**config.mk**
```make
export PLATFORM = sky130hd
export DESIGN_NAME = cfg_shift_master
export DESIGN_NICKNAME = d
export VERILOG_FILES = /design/src/rtl/cfg_shift_pkg.sv /design/src/rtl/cfg_shift_counter.sv /design/src/rtl/cfg_shift_master.sv
export SDC_FILE = /design/constraint.sdc
export NUM_CORES = 2
export LEC_CHECK = 0
export CORE_MARGIN = 3
export CORE_UTILIZATION = 55
export DETAILED_ROUTE_END_ITERATION = 8
export GPL_ROUTABILITY_DRIVEN = 0
export PLACE_DENSITY = 0.82
export SYNTH_ARGS = -nofsm -noshare
export SYNTH_HDL_FRONTEND = slang
export SYNTH_SLANG_ARGS = --single-unit
```
**constraint.sdc**
```tcl
create_clock -name clk -period 2.5 [get_ports clk]
set_clock_uncertainty 0.1 [all_clocks]
set_input_delay 0.625 -clock clk [delete_from_list [all_inputs] [get_ports clk]]
set_output_delay 0.625 -clock clk [all_outputs]
set_load 0.02 [all_outputs]
```
**src/rtl/cfg_shift_pkg.sv**
```systemverilog
`default_nettype none
// ============================================================================
// Module      : cfg_shift_pkg
// Description : Shared constants for the cipher configuration shift chain.
//               It holds the chain length, the field layout of the 259-bit
//               configuration word, the target's reset defaults and the
//               master FSM state encoding.
// Revision    : 1.0 - initial release
// ============================================================================
package cfg_shift_pkg;

  // Chain length and bit-counter width
  localparam int CFG_W = 259;
  localparam int CNT_W = $clog2(CFG_W);

  // Field layout of the configuration word (LSB positions)
  localparam int FIELD_W      = 64;
  localparam int K_MUX_BIT    = 258;
  localparam int A_MUX_BIT    = 257;
  localparam int D_EN_BIT     = 256;
  localparam int TX_TAPS_LSB  = 192;
  localparam int TX_STATE_LSB = 128;
  localparam int RX_TAPS_LSB  = 64;
  localparam int RX_STATE_LSB = 0;

  // Target register contents after its own reset
  localparam logic [FIELD_W-1:0] DEFAULT_TAPS  = 64'h48000000;
  localparam logic [FIELD_W-1:0] DEFAULT_STATE = 64'h55;

  // Master FSM encoding; GAP and VERIFY are only reachable in verify builds
  localparam logic [2:0] ST_IDLE   = 3'd0;
  localparam logic [2:0] ST_SHIFT  = 3'd1;
  localparam logic [2:0] ST_DONE   = 3'd2;
  localparam logic [2:0] ST_GAP    = 3'd3;
  localparam logic [2:0] ST_VERIFY = 3'd4;

  typedef enum logic [2:0] {
    S_IDLE   = ST_IDLE,
    S_SHIFT  = ST_SHIFT,
    S_DONE   = ST_DONE,
    S_GAP    = ST_GAP,
    S_VERIFY = ST_VERIFY
  } state_e;

  // Default word held by a freshly reset target
  function automatic logic [CFG_W-1:0] default_cfg();
    return {1'b0, 1'b0, 1'b0, DEFAULT_TAPS, DEFAULT_STATE, DEFAULT_TAPS, DEFAULT_STATE};
  endfunction

endpackage
`default_nettype wire

```
**src/rtl/cfg_shift_counter.sv**
```systemverilog
`default_nettype none
// ============================================================================
// Module      : cfg_shift_counter
// Description : Bit counter for one configuration pass. Counts enabled
//               cycles from 0 and flags the terminal count CFG_W-1.
// Ports       : clk, rst - clock and synchronous active-high reset
//               clr      - synchronous clear (priority over en)
//               en       - count enable
//               tc       - high while the count equals CFG_W-1
// Revision    : 1.0 - initial release
// ============================================================================
module cfg_shift_counter
  import cfg_shift_pkg::*;
(
  input  logic clk,
  input  logic rst,
  input  logic clr,
  input  logic en,
  output logic tc
);

  localparam logic [CNT_W-1:0] LAST = CNT_W'(CFG_W - 1);

  logic [CNT_W-1:0] cnt;

  always_ff @(posedge clk) begin
    if (rst || clr) begin
      cnt <= '0;
    end else if (en) begin
      cnt <= cnt + CNT_W'(1);
    end
  end

  assign tc = (cnt == LAST);

endmodule
`default_nettype wire

```
**src/rtl/cfg_shift_master.sv**
```systemverilog
`default_nettype none
// ============================================================================
// Module      : cfg_shift_master
// Description : Host-side initiator for the cipher serial configuration
//               chain. It shifts a parallel CFG_W-bit word out LSB first on
//               cfg_i while cfg_en is high. At the same time it collects the
//               target's previous contents from cfg_o into cfg_rdata.
//               Build option CFG_SHIFT_VERIFY_EN adds a read-back verify pass
//               that raises the sticky flag verify_err on any mismatch.
// Ports       : clk, rst     - clock, synchronous active-high reset
//               start        - pass request, sampled only in IDLE
//               cfg_wdata    - word to program, captured on accepted start
//               busy         - high whenever a pass is in progress
//               done         - one-cycle completion pulse
//               cfg_rdata    - target contents read back during last pass
//               verify_err   - sticky verify mismatch (0 without the macro)
//               cfg_en/cfg_i - shift enable and serial data to the target
//               cfg_o        - serial data returned by the target
// Revision    : 1.0 - initial release
// ============================================================================
module cfg_shift_master
  import cfg_shift_pkg::*;
(
  input  logic             clk,
  input  logic             rst,
  input  logic             start,
  input  logic [CFG_W-1:0] cfg_wdata,
  output logic             busy,
  output logic             done,
  output logic [CFG_W-1:0] cfg_rdata,
  output logic             verify_err,
  output logic             cfg_en,
  output logic             cfg_i,
  input  logic             cfg_o
);

  logic [2:0]       state;
  logic [CFG_W-1:0] shreg;
  logic [CFG_W-1:0] rb;
  logic             shifting;
  logic             cnt_tc;

`ifdef CFG_SHIFT_VERIFY_EN
  logic [CFG_W-1:0] wword;
  logic             verr;
  assign shifting = (state == ST_SHIFT) || (state == ST_VERIFY);
`else
  assign shifting = (state == ST_SHIFT);
`endif

  // Serial outputs depend only on registered state, never on live inputs
  assign cfg_en = shifting;
  assign cfg_i  = shifting & shreg[0];
  assign busy   = (state != ST_IDLE);
  assign done   = (state == ST_DONE);

  // The counter is held clear outside shifting states, so every run starts at 0
  cfg_shift_counter u_counter (
    .clk (clk),
    .rst (rst),
    .clr (!shifting),
    .en  (shifting),
    .tc  (cnt_tc)
  );

  always_ff @(posedge clk) begin
    if (rst) begin
      state     <= ST_IDLE;
      shreg     <= '0;
      rb        <= '0;
      cfg_rdata <= '0;
    end else begin
      case (state)
        ST_IDLE: begin
          if (start) begin
            shreg <= cfg_wdata;
            state <= ST_SHIFT;
          end
        end
        ST_SHIFT: begin
          shreg <= {1'b0, shreg[CFG_W-1:1]};
          rb    <= {cfg_o, rb[CFG_W-1:1]};
          if (cnt_tc) begin
            // Fold in the final bit directly; rb itself is one bit behind here
            cfg_rdata <= {cfg_o, rb[CFG_W-1:1]};
`ifdef CFG_SHIFT_VERIFY_EN
            state     <= ST_GAP;
`else
            state     <= ST_DONE;
`endif
          end
        end
`ifdef CFG_SHIFT_VERIFY_EN
        ST_GAP: begin
          // Reload the held word. The target now presents it from bit 0.
          shreg <= wword;
          state <= ST_VERIFY;
        end
        ST_VERIFY: begin
          // Rewriting the same word leaves the target holding it after verify
          shreg <= {1'b0, shreg[CFG_W-1:1]};
          if (cnt_tc) begin
            state <= ST_DONE;
          end
        end
`endif
        ST_DONE: begin
          state <= ST_IDLE;
        end
        default: begin
          state <= ST_IDLE;
        end
      endcase
    end
  end

`ifdef CFG_SHIFT_VERIFY_EN
  always_ff @(posedge clk) begin
    if (rst) begin
      wword <= '0;
      verr  <= 1'b0;
    end else if ((state == ST_IDLE) && start) begin
      wword <= cfg_wdata;
      verr  <= 1'b0;
    end else if ((state == ST_VERIFY) && (cfg_o != shreg[0])) begin
      verr  <= 1'b1;
    end
  end

  assign verify_err = verr;
`else
  assign verify_err = 1'b0;
`endif

endmodule
`default_nettype wire

```
==> reports/metrics.csv <==
metric,value,unit
top_layer,met5,
yosys_area,31980,µm²
synthCells,3736,
netlist_area,31980,µm²
holdPathEnd,rb[89],
clkLatencyLatePin,0.61,ns
num-multi-input-gates,2629,
ff2ff_setup_slack,0.23,ns
clkSinkCount,787,
grtUsageMet3,4.446,%
regToRegEndpoint,rb[163],
dp.cells,4781,
pg_comb,2130,µW
syn_to_final_growth,25.60,%
num_io_pins,527,
combPwrFrac,7.9,%
power,26890,µW
cp_cell_sequence,"nand2b_4, inv_8, and2_1, clkdlybuf4s15_2",
synth_seq_share,49.27,%
grt_start_max_net_pins,134,
power.switching,6221,µW
dp_slack,-0.02427,ns
path_buffers,2,
critPathCapture,cfg_i,
xor_area_share,0.08217,%
num_rows,87,
p_leak,0.01366,µW
first_iter_violations,2273,
die-area,61070,µm²
io_buffer_count,525,
outcome,"complete, no violations",
crit_family,buffers and inverters,
antenna_found_initial,5,
cp.depth,4,
ys_types,33,
n_fill_cell,4247,
edf_count,0,
timing.hold.ws,0.2672,ns
clkTransAtPathRegs,0.06,ns
layout.cells.non_filler,4921,
ys_warn_count,0,
[layout by cell type (no fill, tap or decap), types with 2 or more instances in the layout]
master           count
buf_4               45
clkbuf_1            13
or3_1                2
o21ai_0              2
ha_1                 2
o31ai_1              2
xor2_1               2
dlygate4sd2_1        2
nand3_1              3
diode_2              4
or4_1                2
a311oi_1           259
clkbuf_8            17
nand2b_1           519
a21oi_1            262
dfxtp_1            786
clkdlybuf4s50_1    520
nor2_1             265
mux2i_1            259
nor4b_2              2
bufinv_16            3
nand2_1           1037
clkinv_2            17
clkbuf_16           82
buf_12              37
[kinds of logic after synthesis]
group                      Yosys count
DFF                                787
AOI/OAI and AO/OA                  528
xor gates and xnor gates             3
other                                1
muxes                              259
adders and majority gates            2
buffers and inverters              320
and+or+nand+nor                   1836
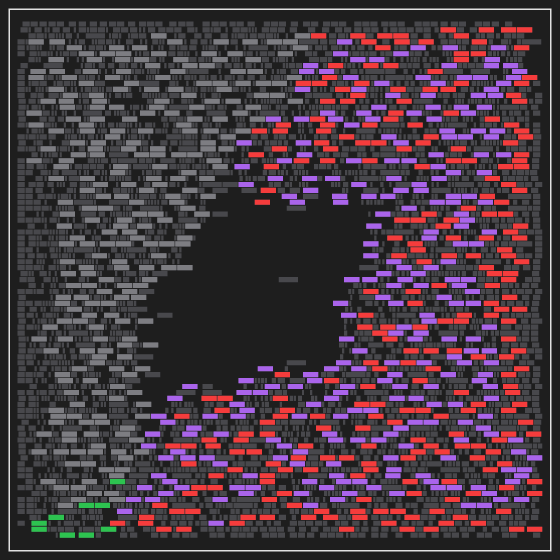
(images/flops_by_reg.png)
Other sequential cells in the stronger gray, the rest of the logic in the fainter gray.
Green stands for u_counter.cnt, sequential cells 9, where south-west. Red stands for cfg_rdata, sequential cells 259. Purple stands for rb, sequential cells 258.
Another 261 sequential cells are not colored.
Power Sequential: 13100 µW
FF/Latch Area: 15760 µm²
post-layout util: 70.55%
sequential cell area share: 39.23%

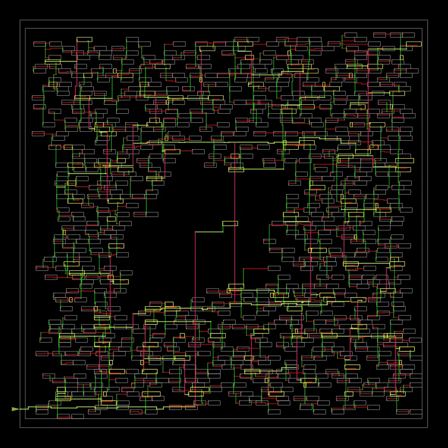
(images/clocks.png)
flip-flops: 787
Clock Power: 11600 µW
CLK BUF: 112

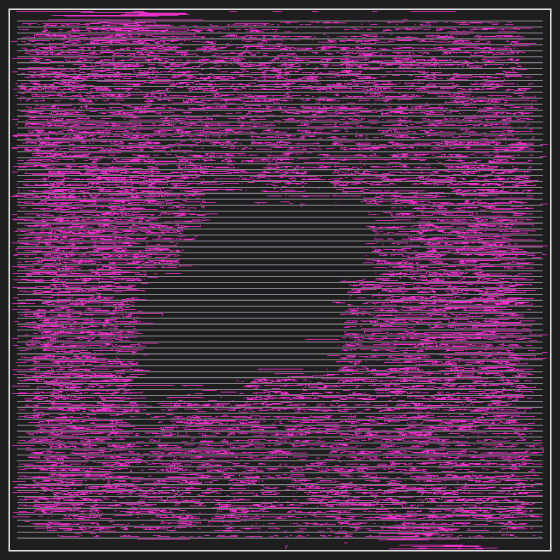
(images/layer_met1.png)
Supply wires on this layer in gray.
The layer holds 43% of the routed length. 4017 nets have wire on it. The longest straight run is 58.0 µm. The layer carries 35.2 mm of wire.
via count of the routed design: 26710
final wirelength: 81.64 mm

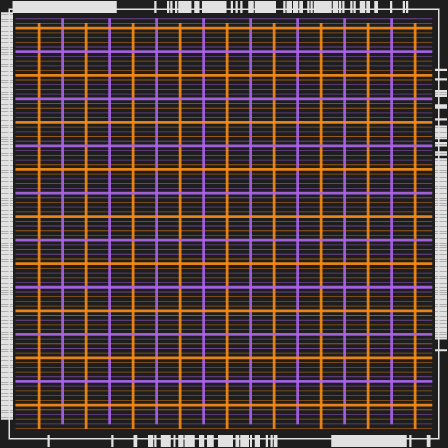
(images/power_grid.png)
Pins as bars on the die edge.
Orange stands for VSS. Purple stands for VDD.
The core has 87 rows. 527 signal pins sit on the boundary. 17 straps on met5. 17 straps on met4. 88 met1 rails follow the rows.
chip height: 247.1 µm
area of the core: 56930 µm²
DIE WIDTH: 247.1 µm
VDD IR max: 531.5 µV

No activity file was given, so power comes from the tool's default toggle rates.
